[src/rtl/rice_core_pipeline_buffer.sv]
// Elastic buffer between two rice core pipeline stages, holding up to DEPTH results in FIFO order.
// Latency: one cycle; an entry pushed at edge N appears on o_data after edge N, with no same-cycle bypass.
// Backpressure: o_ready is low only when all DEPTH entries are full, and it comes from registered count alone.
//
// Ports:
//   i_clk, i_rst_n      clock (rising edge) and asynchronous active-low reset
//   i_flush             drop every held entry; this wins over a push or pop in the same cycle
//   i_valid/o_ready     upstream handshake, carrying i_data  [WIDTH-1:0]
//   o_valid/i_ready     downstream handshake, carrying o_data [WIDTH-1:0] (the head entry)
//   o_count             number of held entries, 0..DEPTH
module rice_core_pipeline_buffer #(
    parameter int WIDTH       = 64,
    parameter int DEPTH       = 2,
    parameter int COUNT_WIDTH = $clog2(DEPTH + 1)
) (
    input  logic                   i_clk,
    input  logic                   i_rst_n,
    input  logic                   i_flush,
    input  logic                   i_valid,
    output logic                   o_ready,
    input  logic [WIDTH-1:0]       i_data,
    output logic                   o_valid,
    input  logic                   i_ready,
    output logic [WIDTH-1:0]       o_data,
    output logic [COUNT_WIDTH-1:0] o_count
);

    // A one-entry buffer still needs a one-bit pointer. That pointer stays at zero.
    localparam int PTR_W = (DEPTH > 1) ? $clog2(DEPTH) : 1;
    localparam logic [PTR_W-1:0]       PTR_LAST = PTR_W'(DEPTH - 1);
    localparam logic [COUNT_WIDTH-1:0] CNT_FULL = COUNT_WIDTH'(DEPTH);

    logic [WIDTH-1:0]       mem [DEPTH];
    logic [PTR_W-1:0]       wr_ptr;
    logic [PTR_W-1:0]       rd_ptr;
    logic [COUNT_WIDTH-1:0] count;
    logic                   push;
    logic                   pop;

    // The pointer wraps explicitly, so a DEPTH that is not a power of two also works.
    function automatic logic [PTR_W-1:0] next_ptr(input logic [PTR_W-1:0] p);
        return (p == PTR_LAST) ? '0 : p + PTR_W'(1);
    endfunction

    assign o_ready = (count != CNT_FULL);
    assign o_valid = (count != '0);
    assign o_data  = mem[rd_ptr];
    assign o_count = count;

    assign push = i_valid && o_ready;
    assign pop  = o_valid && i_ready;

    always_ff @(posedge i_clk or negedge i_rst_n) begin
        if (!i_rst_n) begin
            wr_ptr <= '0;
            rd_ptr <= '0;
            count  <= '0;
            for (int i = 0; i < DEPTH; i++) begin
                mem[i] <= '0;
            end
        end else if (i_flush) begin
            // Flush resets the pointers and the count only. Stale payloads stay in storage
            // but cannot be seen, because o_valid is low.
            wr_ptr <= '0;
            rd_ptr <= '0;
            count  <= '0;
        end else begin
            if (push) begin
                mem[wr_ptr] <= i_data;
                wr_ptr      <= next_ptr(wr_ptr);
            end
            if (pop) begin
                rd_ptr <= next_ptr(rd_ptr);
            end
            case ({push, pop})
                2'b10:   count <= count + COUNT_WIDTH'(1);
                2'b01:   count <= count - COUNT_WIDTH'(1);
                default: count <= count;
            endcase
        end
    end

    // Upstream must hold a refused result steady. The only exception is that a flush
    // may withdraw it.
    a_upstream_hold : assert property (@(posedge i_clk) disable iff (!i_rst_n)
        (i_valid && !o_ready && !i_flush) |=> (i_flush || (i_valid && $stable(i_data))));

endmodule

[config.mk]
export PLATFORM = sky130hd
export DESIGN_NAME = rice_core_pipeline_buffer
export DESIGN_NICKNAME = d
export VERILOG_FILES = /design/src/rtl/rice_core_pipeline_buffer.sv
export SDC_FILE = /design/constraint.sdc
export NUM_CORES = 1
export LEC_CHECK = 0
export ABC_AREA = 1
export CAP_MARGIN = 5
export CORE_UTILIZATION = 45
export CTS_CLUSTER_SIZE = 40
export DETAILED_ROUTE_END_ITERATION = 10
export PLACE_DENSITY = 0.75
export SLEW_MARGIN = 20
export SYNTH_ARGS = -nofsm -noshare
export SYNTH_HDL_FRONTEND = slang
export SYNTH_SLANG_ARGS = --single-unit
[constraint.sdc]
create_clock -name i_clk -period 1.1 [get_ports i_clk]
set_input_delay 0.22 -clock i_clk [delete_from_list [all_inputs] [get_ports i_clk]]
set_output_delay 0.22 -clock i_clk [all_outputs]
set_load 0.03 [all_outputs]
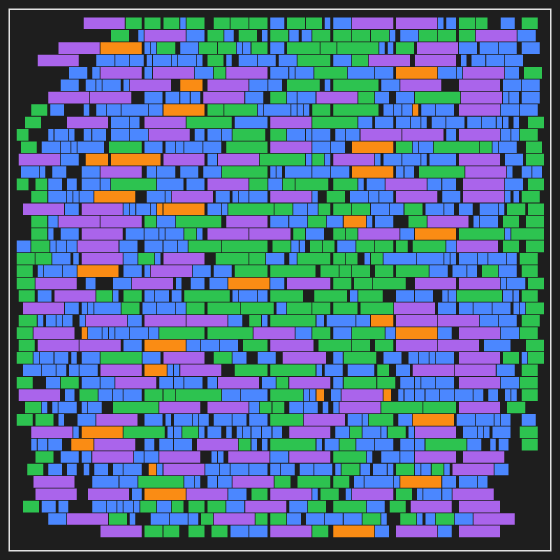
**Above:** run 1 (placed cells, one color a class).
- clock drivers and dummy loads: orange (cells 30; share of their area 4.9%)
- all other logic: blue (cells 546; share of their area 37%)
- other buffers and delay cells: green (cells 247; share of their area 29%)
- flops: purple (cells 132; share of their area 29%)

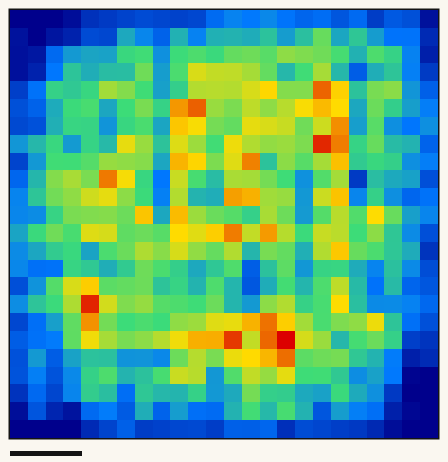
**Above:** run 1 (routed metal per tile).
Bar = 20 um. The die is cut into 24 by 24 equal tiles; dark blue is low, red is high, scaled to the fullest tile. Values are wire area over tile area, all layers added.
- tiles over half the peak: 42%
- nearly empty tiles: 2.8%
- fullest tile: 0.83
- mean over tiles: 0.36

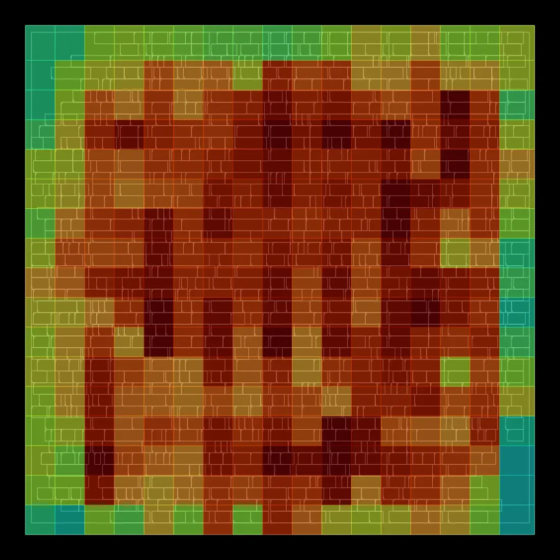
**Above:** run 1 (routing congestion).
met2 demand-to-capacity share in global routing: 60.6%
most used routing layer in global routing: met2
final core occ: 88.9%
routed wire length per instance: 25.9 um
Global Route met3 Usage: 8.35%

==> notes.md, run 1 <==
From the run reports.

- The worst VDD IR drop from the latest analysis is 1.88 mV.
- In this run the static leakage power is 5.64 nW.
- The number of failing setup endpoints in the final timing report reads 200.
- The register clock-pin slew on the reported worst setup and hold paths reads 0.07 ns.
- The share of the clock period used by the worst path is 166%.
- The number of search-and-repair iterations in the first detailed-routing pass reads 7.
- Counting the clock-network buffers in the layout gives 26.
- The placement-stage cell area reads 0.00795 mm2.
- The routability congestion estimate from global placement is 0.771.
- For the final database, setup skew stands at 0.0100 ns.
- The layout has 521 filler cells.
- The worst-case reg-to-reg path depth is 11.
- Recorded from the global router log, the overflow total was 0.
- For this run, the detailed router reports a per-instance via density of 5.94.
- The number of slew-limit violations in the final report reads 0.
- The warning tally printed by Yosys for this design is 0.
- The post-place setup slack is -0.540 ns.
- The chip area in the Yosys report is 0.00611 mm2.
- Per the timing report, the achievable frequency comes out to 0.548 GHz.
- The number of global-route vias before repair is 6772.
- The switching share of power reads 44.9%.
- The maximum level of the CTS H-tree reads 4.
- The number of non-clock inverters reads 72.
- Per the synthesis report, the AND-OR/OR-AND share of the synthesized area is 14.7%.
- The final antenna diode tally reported by the flow is 1.
- The areal power density over the cells reads 3030 mW/mm2.
- Counting endpoints that fail hold in the final report gives 0.
- The aggregate routed wire length is 29300 um.
- The cell that appears most often on the critical path is buf_6.
- The clock tree from TritonCTS reads yes.
- The top-level port count is 137.
- The number of synthesized register bits reads 132.
- The endpoint of the worst-slack reg-to-reg timing path reads mem[58]$_DFFE_PN0P_.
- The number of cells produced by synthesis is 718.
- The data required time of the worst path reads 0.88 ns.
- The starting density of the core is 46.1%.
- The minimum hold slack is 0.235 ns.
- The reported sequential group power is 10.3 mW.
- The tree built by TritonCTS fans out to 132 sinks.
- The core footprint is 0.0132 mm2.
- In the final layout, multi-input gates take up 34.3% of the cell area.
- The overall global routing resource usage reads 35.5%.
- The number of placement rows is 42.
- After clock tree synthesis, the setup repair step added 41 buffers.
- The x dimension of the die reads 119 um.
- The instance count after placement with tap cells included is 1018.
- The largest fanout of any net on the critical path is 7.
- The delay of the slowest critical-path stage reads 0.44 ns.
- The post-route cell area is 0.0118 mm2.
- The number of distinct library cells after synthesis reads 18.
- The netlist area before placement is 0.00611 mm2.
- The fraction of final layout cells sized beyond drive strength 1 is 62.6%.
- The most numerous logic cell after layout is nand2_4.
- The number of non-clock buffers is 247.
- The number of remaining DRC errors is 0.
- The vertical die size is 119 um.
- The checks that failed: setup timing.
- Setup repair after global routing could not meet its margin everywhere.
- For flop-to-flop paths, the worst setup slack is -0.63 ns.
- The least setup slack across all paths after layout reads -0.724 ns.
- The critical register-to-register path startpoint reads o_count[1]$_DFFE_PN0P_.
- During tapcell insertion the tool placed 176 well taps.
- The final net count is 1013.
- The quantity of hold-fixing buffers added after cts is 1.
- The largest net degree at the start of global routing is 45.
- The flow ran to the end, but the final reports show violations.
- Measured against the total synthesized area, the mux share comes to 0%.
- The startpoint-to-endpoint class of the critical path is flip-flop to primary output.
- Summing all flip-flop and latch instances after layout gives 0.00331 mm2.
- The number of antenna violations at the first check in global routing reads 1.
- The synthesis run identifies the leading combinational cell family as simple AND/OR/NAND/NOR gates.
- Ranking logic cells in the layout by count gives the top entries 163 x nand2_4, 129 x dfrtp_1, 105 x o21ai_2.
- The worst slew slack as a fraction of its limit reads 74.9%.
- The area growth from synthesis to layout is 92.8%.
- The number of warnings in the stage logs reads 29.
- The number of vias after detailed routing is 6728.
- The non-filler instance count after layout is 1132.
- The library cell used as clock root buffer reads clkbuf_16.
[run 1: state kept, by name (all words and copies together), names as in the netlist]
name     flops
o_count      2
wr_ptr       1
rd_ptr       1
mem        128
[run 1: how the worst max path moves through the flow]
| stage | startpoint | end | slack (ns) | depth (start not counted) |
|---|---|---|---|---|
| 3_3_place_gp | i_valid | mem[8]$_DFFE_PN0P_ | -0.45 | 7 |
| 5_1_grt | rd_ptr$_DFFE_PN0P_ | o_data[10] | -0.76 | 6 |
| 3_5_place_dp | i_valid | mem[113]$_DFFE_PN0P_ | -0.54 | 8 |
| 6_report | rd_ptr$_DFFE_PN0P_ | o_data[5] | -0.72 | 6 |
| 2_1_floorplan | o_count[0]$_DFFE_PN0P_ | mem[10]$_DFFE_PN0P_ | -0.29 | 9 |
| 4_1_cts | rd_ptr$_DFFE_PN0P_ | o_data[1] | -0.66 | 6 |
[run 1: worst max-delay path, delay by kind of cell (launching register included)]
family,cells,cell delay (ns)
and+or+nand+nor,2,0.15
buffers and inverters,4,0.57
DFF,1,0.44
[run 1: cells in the mapped netlist]
cell type	count	area [um2]
a21oi_1	1	5.00
buf_1	4	15.0
buf_2	1	5.00
buf_4	8	60.1
buf_6	19	214
clkbuf_1	9	33.8
dfrtp_1	132	3300
inv_1	69	259
inv_2	3	11.3
nand2_1	329	1230
nand2_2	1	6.26
nand2_4	2	22.5
nand3_1	3	15.0
nand3_2	1	10.0
nor2_1	5	18.8
o21ai_0	12	60.1
o21ai_1	55	275
o21ai_2	64	561
[run 1: per-layer routing]
metal  track usage, %  share of wire [%]  vias up
li1                 -                  -     2697
met5                0                  0        -
met4             20.5                7.8        0
met1             40.7                 33     3334
met3             8.35                8.9      200
met2             60.6                 50      497
==> run 2: changes to the inputs <==
--- a/config.mk
+++ b/config.mk
@@ -10,8 +10,8 @@
 export CORE_UTILIZATION = 45
 export CTS_CLUSTER_SIZE = 40
 export DETAILED_ROUTE_END_ITERATION = 10
+export GPL_ROUTABILITY_DRIVEN = 0
 export PLACE_DENSITY = 0.75
-export SLEW_MARGIN = 20
 export SYNTH_ARGS = -nofsm -noshare
 export SYNTH_HDL_FRONTEND = slang
 export SYNTH_SLANG_ARGS = --single-unit
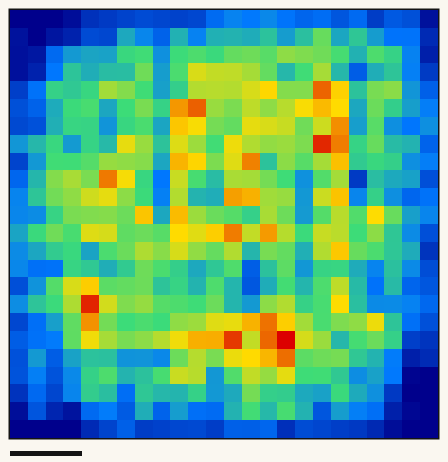
**Above:** run 2 (routed metal per tile).
Bar = 20 um. The die is cut into 24 by 24 equal tiles; dark blue is low, red is high, scaled to the fullest tile. Values are wire area over tile area, all layers added.
- tiles over half the peak: 42%
- nearly empty tiles: 2.8%
- fullest tile: 0.83

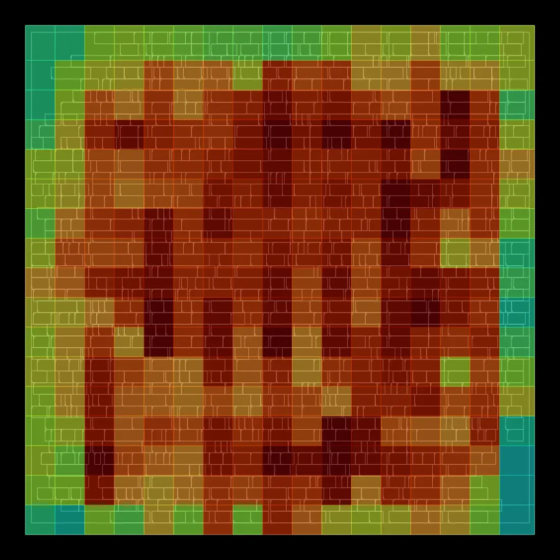
**Above:** run 2 (routing congestion).
total global routing track utilization: 35.5%
GR Layer Usage met1: 40.7%

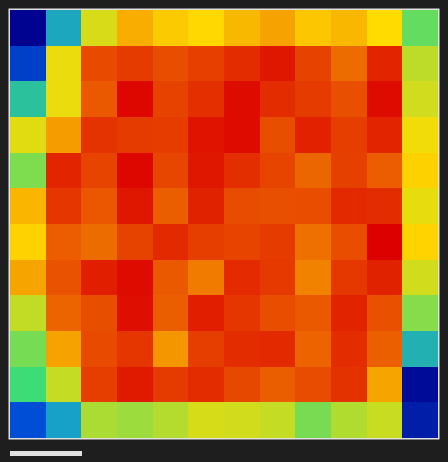
**Above:** run 2 (cell density map).
Bar = 20 um. The die is cut into 12 by 12 equal tiles; dark blue is low, red is high, 0 to 100% covered.
- mean over tiles: 82%
- nearly empty tiles: 0.70%
- fullest tile: 100%
- tiles over 75% full: 76%

==> run 2 against run 1 <==
- the run still ends with setup timing left
- routed wire length did not move
- final cell count unchanged
- non-clock buffer count stayed put
- via count unchanged
- first-iteration DRC count did not move
- clock power about the same
- clock-buffer cell count stayed put
- core utilization is the same
- sequential cell count unchanged
- combinational power is essentially flat
- largest cell class unchanged
- largest power group unchanged
==> notes.md, run 2 <==
From the run reports.

- Looking at area per cell type in the netlist, the leader is dfrtp_1.
- The number of antenna violations at the first check in global routing is 1 (unchanged).
- The maximum clock rate reads 0.548 GHz (unchanged).
- The number of placement rows was 42 (unchanged).
- The instance count after placement with tap cells included is 1018 (unchanged).
- The prevailing post-synth register cell reads dfrtp_1.
- The starting density of the core reads 46.1% (unchanged).
- The x dimension of the die is 119 um (unchanged).
- The area growth from synthesis to layout is 92.8% (unchanged).
- The share of the clock period used by the worst path is 166% (unchanged).
- The synthesis warning total is 0 (unchanged).
- The fraction of final layout cells sized beyond drive strength 1 reads 62.6% (unchanged).
- The number of synthesized register bits is 132 (unchanged).
- The run finished, with violations left.
- The number of global-route vias before repair was 6772 (unchanged).
- The chip area in the Yosys report was 0.00611 mm2 (unchanged).
- The number of failing setup endpoints in the final timing report is 200 (unchanged).
- The count of library flops with an enable pin reads 0 (unchanged).
- The routed wire length per instance is 25.9 um (unchanged).
- The quantity of hold-fixing buffers added after cts reads 1 (unchanged).
- The areal power density over the cells reads 3030 mW/mm2 (unchanged).
- The clock sink count reads 132 (unchanged).
- The non-filler instance count after layout reads 1132 (unchanged).
- The number of warnings in the stage logs was 29 (unchanged).
- The reported sequential group power is 10.3 mW (about the same).
- The average vias per placed instance is 5.94 (unchanged).
- The worst slew slack as a fraction of its limit is 74.9% (unchanged).
- The number of cells produced by synthesis came to 718 (unchanged).
- The clock skew reads 0.0100 ns (unchanged).
- The data required time of the worst path is 0.88 ns (about the same).
- The checks that failed: setup timing.
- The largest net degree at the start of global routing reads 45 (unchanged).
- The library cell used most frequently in the layout, excluding fill and tap cells, is nand2_4.
- The worst voltage drop across the vdd grid is 1.88 mV (unchanged).
- The maximum level of the CTS H-tree is 4 (unchanged).
- The number of vias after detailed routing reads 6728 (unchanged).
- The netlist area before placement came to 0.00611 mm2 (unchanged).
- The critical register-to-register path startpoint is o_count[1]$_DFFE_PN0P_.
- The core footprint is 0.0132 mm2 (unchanged).
- The most used standard cell by instance count after synthesis reads nand2_1.
- The final net count is 1013 (unchanged).
- The largest fanout of any net on the critical path reads 7 (unchanged).
- The final tally of hold violations reads 0 (unchanged).
- In the post-synthesis netlist, the biggest area contributors are dfrtp_1 54%, nand2_1 20%, o21ai_2 9.2%, o21ai_1 4.5%, inv_1 4.2%.
- The buffers inserted during post-CTS setup optimization reads 41 (unchanged).
- The final core utilization reads 88.9% (unchanged).
- In the layout the commonest cells are 163 x nand2_4, 129 x dfrtp_1, 105 x o21ai_2.
- The worst-case reg-to-reg path depth is 11 (unchanged).
- The fill cell instance count of the final layout reads 521 (unchanged).
- The placement-stage cell area is 0.00795 mm2 (unchanged).
- The switching share of power came to 44.9% (unchanged).
- The minimum hold slack is 0.235 ns (unchanged).
- Setup repair after global routing could not meet its margin everywhere.
- The reg2reg setup slack is -0.63 ns (about the same).
- The proportion of netlist area held by the largest area contributor reads 54.1% (unchanged).
- The startpoint-to-endpoint class of the critical path is flip-flop to primary output.
- In this run the critical register-to-register path is captured at mem[58]$_DFFE_PN0P_.
- The least setup slack across all paths after layout is -0.724 ns (unchanged).
- The number of slew-limit violations in the final report reads 0 (unchanged).
- The cell sitting at the root of the clock tree is a clkbuf_16.
- The register clock-pin slew on the reported worst setup and hold paths is 0.07 ns (about the same).
run 2: cell counts in the layout (fill, tap and decap cells not counted):
Identical to the previous run, type by type.
run 2: metrics by stage:
step | worst slack (ns) | total power, mW
2_1_floorplan | -0.289 | 16.9
3_3_place_gp | -0.447 | 20.2
3_5_place_dp | -0.540 | 20.7
4_1_cts | -0.656 | 31.5
5_1_grt | -0.762 | 36.6
6_report | -0.724 | 35.6
run 2: worst max path at each step:
stage | startpoint | end | cells after the start
after global placement | i_valid | mem[8]$_DFFE_PN0P_ | 7
after global routing | rd_ptr$_DFFE_PN0P_ | o_data[10] | 6
after floorplan | o_count[0]$_DFFE_PN0P_ | mem[10]$_DFFE_PN0P_ | 9
after CTS | rd_ptr$_DFFE_PN0P_ | o_data[1] | 6
final | rd_ptr$_DFFE_PN0P_ | o_data[5] | 6
after detailed placement | i_valid | mem[113]$_DFFE_PN0P_ | 8
run 2: final cells by class:
type | count | area share, %
Inverter | 72 | 2.36
Timing Repair Buffer | 247 | 28.6
Sequential cell | 132 | 28.1
Multi-Input combinational cell | 474 | 34.3
Clock buffer | 26 | 4.41
Antenna cell | 1 | 0.0212
Tap cell | 176 | 1.87
Clock inverter | 4 | 0.382
run 2: worst max-delay path: stages, from the launching register on:
cell       delay, ns
dfrtp_2         0.44
clkinv_4        0.12
buf_6           0.15
clkbuf_16       0.17
nand2_2         0.10
nand2_4         0.05
buf_6           0.13
run 2: cells by family (layout without fill, tap and decap cells):
family	count (synthesis)	in the layout	synth area share, %
compound gates	132	132	14.7
buf+inv	113	349	9.79
flops	132	132	54.1
other cells	0	1	0
simple gates	341	342	21.4
run 2: layer usage:
layer / GRT usage [%] / wire, um
met2: 60.6 / 14700
met1: 40.7 / 9790
met4: 20.5 / 2280
met3: 8.35 / 2610
met5: 0 / 0
==> run 3: changes to the inputs <==
--- a/config.mk
+++ b/config.mk
@@ -7,11 +7,12 @@
 export LEC_CHECK = 0
 export ABC_AREA = 1
 export CAP_MARGIN = 5
-export CORE_UTILIZATION = 45
+export CORE_UTILIZATION = 46
+export CTS_BUF_LIST = sky130_fd_sc_hd__clkbuf_4 sky130_fd_sc_hd__clkbuf_8 sky130_fd_sc_hd__clkbuf_16
 export CTS_CLUSTER_SIZE = 40
 export DETAILED_ROUTE_END_ITERATION = 10
 export GPL_ROUTABILITY_DRIVEN = 0
-export PLACE_DENSITY = 0.75
+export PLACE_DENSITY = 0.77
 export SYNTH_ARGS = -nofsm -noshare
 export SYNTH_HDL_FRONTEND = slang
 export SYNTH_SLANG_ARGS = --single-unit
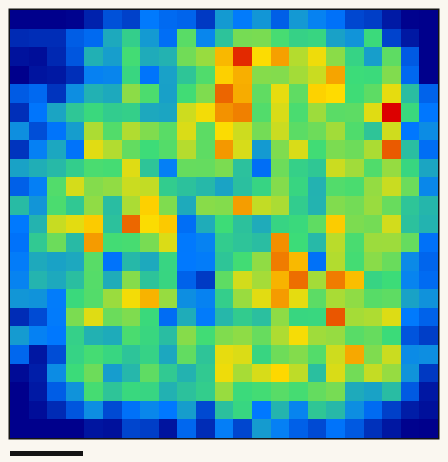
**Above:** run 3 (routed metal per tile).
Bar = 20 um. The die is cut into 23 by 23 equal tiles; dark blue is low, red is high, scaled to the fullest tile. Values are wire area over tile area, all layers added.
- nearly empty tiles: 3.4%
- fullest tile: 0.63
- mean over tiles: 0.28
- tiles over half the peak: 43%

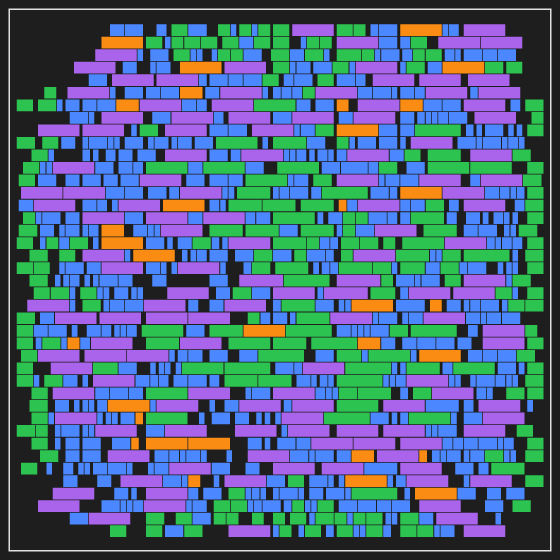
**Above:** run 3 (placed cells, one color a class).
- flops: purple (cells 132; share of their area 31%)
- clock drivers and dummy loads: orange (cells 31; share of their area 5.3%)
- other buffers and delay cells: green (cells 220; share of their area 28%)
- all other logic: blue (cells 546; share of their area 36%)

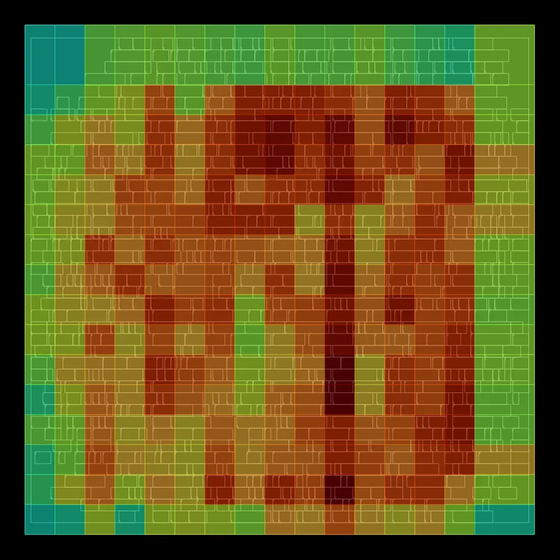
**Above:** run 3 (routing congestion).
final core occ: 84.9%
Global Route met3 Usage: 7.21%
GR Layer Usage met1: 32.6%

==> run 3 against run 2 <==
- the flow still finishes with violations (setup timing)
- clock-buffer cell count rose by 1
- combinational power fell by 15%
- sequential cell count did not move
- synthesized cell count did not move
- largest cell class unchanged
- sequential power fell by 6%
- final area fell by 7.9%
- clock skew fell by 0.0037 ns
- setup slack improved by 0.066 ns
- critical endpoint is now o_data[1]
- power fell by 11%
- sequential share of layout area rose by 2.4 points
- register-to-register slack improved by 0.18 ns
==> notes.md, run 3 <==
From the run reports.

- The flow ran to the end, but the final reports show violations.
- The final reports fail on setup timing.
- The top-level port count is 137.
- The average vias per placed instance is 5.50 (-7.5%).
- The post-DP HPWL is 9560 um.
- The biggest area consumer among synthesized cells reads dfrtp_1.
- The cell class ranked first by area reads combinational gates.
- The top cell type in the final layout, fill and taps aside, is nand2_1.
- The largest non-sequential cell family by area is simple AND/OR/NAND/NOR gates.
- The run reported a max-capacitance violation count of 0.
- The number of cells produced by synthesis is 718 (unchanged).
- The x dimension of the die reads 117 um (-1.1%).
- The simple-gate portion of the synthesized area reads 21.4% (unchanged).
- Sorting the synthesized cells by area gives the leading types as dfrtp_1 54%, nand2_1 20%, o21ai_2 9.2%, o21ai_1 4.5%, inv_1 4.2%.
- The layout stage reports a final design area of 0.0108 mm2.
- The total inserted antenna cells is 0 (-1).
- The count of library flops with an enable pin is 0 (unchanged).
- The fraction of final layout cells sized beyond drive strength 1 reads 53.1% (-9.5 points).
- The worst voltage drop across the vdd grid came to 2.06 mV (+10%).
- The clock sink count is 132 (unchanged).
- The prevailing post-synth register cell reads dfrtp_1.
- The maximum level of the CTS H-tree reads 4 (unchanged).
- The area growth from synthesis to layout reads 77.5%.
- The non-filler instance count after layout is 1101 (-2.7%).
- The number of flip-flops and latches came to 132 (unchanged).
- The register fraction of the total cell area reads 30.5% (+2.4 points).
- The number of placement rows reads 41 (-2.4%).
- The overall global routing resource usage reads 27.5% (-8.0 points).
- The worst slew slack as a fraction of its limit is 80.1% (+5.2 points).
- The number of vias after detailed routing is 6055 (-10%).
- The starting density of the core is 47.8% (+1.7 points).
- The count of multi-input combinational gates is 474 (unchanged).
- The proportion of netlist area held by the largest area contributor came to 54.1% (unchanged).
- The fill cell instance count of the final layout reads 610 (+17%).
- The number of failing setup endpoints in the final timing report reads 200 (unchanged).
- The maximum clock rate is 0.569 GHz (+3.7%).
- The number of slew-limit violations in the final report came to 0 (unchanged).
- The areal power density over the cells was 2940 mW/mm2 (-3.0%).
- The delay of the slowest critical-path stage reads 0.44 ns (about the same).
- The largest net degree at the start of global routing is 41 (-8.9%).
- The register clock-pin slew on the reported worst setup and hold paths reads 0.06 ns (about the same).
- The chip area in the Yosys report is 0.00611 mm2 (unchanged).
- The number of non-clock buffers came to 220 (-11%).
- The routed wire length per instance came to 21.3 um (-18%).
- The final tally of hold violations reads 0 (unchanged).
- The combined buffer and inverter count along the critical path reads 3 (-1).
- The number of warnings in the stage logs is 29 (unchanged).
- The mux share of post-synthesis cell area is 0% (unchanged).
- The share of the clock period used by the worst path is 160% (-6.0 points).
- The kind of cell adding the most delay to the critical path reads buffers and inverters.
- The logic gate fraction of the total cell area is 32.5% (-1.9 points).
- The final net count reads 986 (-2.7%).
- The netlist area before placement reads 0.00611 mm2 (unchanged).
- The core footprint reads 0.0128 mm2 (-3.5%).
- The post-place setup slack is -0.462 ns (+0.0779 ns).
- The largest fanout of any net on the critical path is 22 (+15).
- The overall power reads 31.8 mW (-11%).
- The final-layout clock buffer total is 27 (+3.8%).
- The fraction of area in clock buffers and inverters came to 5.15% (+0.36 points).
- The synthesis warning total reads 0 (unchanged).
- The number of synthesized register bits is 132 (unchanged).
- The number of antenna violations at the first check in global routing reads 0 (-1).
- The number of global-route vias before repair is 5705 (-16%).
- The xor and xnor area share after synthesis is 0% (unchanged).
- The synthesis report gives the async set-or-reset register share as 100%.
- The highest-delay cell along the critical path reads dfrtp_2.
- The top cell types in the final layout, fill and taps aside, are 140 x nand2_1, 129 x dfrtp_1, 123 x nand2_4.
- For reference, the critical path cell chain is inv_4 -> buf_12 -> nand2_1 -> nand2_4 -> buf_4.
- The clock skew is 0.00630 ns (-0.00371 ns).
- The non-clock buffer contribution to total cell area is 27.4% (-1.2 points).
- The instance count after placement with tap cells included reads 1012 (-0.59%).
- The data required time of the worst path is 0.88 ns (about the same).
- Setup repair after global routing could not meet its margin everywhere.
- The sequential share of the synthesized area reads 54.1%.
- The number of distinct library cells after synthesis is 18.
- The fraction of the mapped netlist area in adder cells reads 0% (unchanged).
- Note that the worst hold path type here is primary input to asynchronous set/reset pin.
- The least setup slack across all paths after layout came to -0.659 ns (+0.0657 ns).
- The library cell used as clock root buffer is clkbuf_16.
- The most used standard cell by instance count after synthesis reads nand2_1.
- The number of tap instances is 172 (-2.3%).
- The number of non-clock inverters is 72 (unchanged).
- The startpoint-to-endpoint class of the critical path is flip-flop to primary output.
- The post-synthesis share of cell area spent on and-or and or-and gates is 14.7% (unchanged).
- The placement-stage cell area is 0.00795 mm2 (+0.11%).
-- run 3: cell counts after synthesis --
No cell type changed its count.
-- run 3: timing repair --
item,CTS,global route
buffers inserted,11,12
endpoints found under the hold margin,132,0
cloned,12,28
gates resized,151,209
pin swaps,3,7
hold buffers,1,0
setup endpoints to repair,200,200
-- run 3: routing by layer --
| layer | part of all wire (%) | up-vias | track usage, % |
|---|---|---|---|
| li1 | - | 2638 | - |
| met1 | 38 | 3055 | 32.6 |
| met2 | 52 | 295 | 46.2 |
| met3 | 6.4 | 67 | 7.21 |
| met4 | 3.8 | 0 | 13.8 |
| met5 | 0 | - | 0 |
-- run 3: path summary, 6_finish.rpt --
path | from | endpoint | slack (ns) | cells after the start
max in group asynchronous | i_rst_n | o_count[1]$_DFFE_PN0P_ | 0.33 | 3
max reg2reg | o_count[1]$_DFFE_PN0P_ | mem[70]$_DFFE_PN0P_ | -0.45 | 9
min in group i_clk | i_data[35] | mem[35]$_DFFE_PN0P_ | 0.36 | 3
min reg2reg | mem[106]$_DFFE_PN0P_ | mem[106]$_DFFE_PN0P_ | 0.48 | 2
min | i_rst_n | mem[24]$_DFFE_PN0P_ | 0.25 | 2
max | rd_ptr$_DFFE_PN0P_ | o_data[1] | -0.66 | 5
-- run 3: per-stage QoR --
step           hold WS (ns)  TNS, ns
6_report              0.246   -85.27
5_1_grt               0.267   -90.92
4_1_cts               0.242   -73.16
3_5_place_dp          0.107   -61.00
3_3_place_gp          0.100   -59.90
2_1_floorplan       -0.0756   -36.26
-- run 3: power by group --
group,total (mW),switching [mW],internal (mW)
registers,9.68,2.49,7.19
clock network,5.39,2.08,3.31
logic,16.7,9.14,7.61
Power figures rest on the tool's default switching activity, not on a simulated workload.
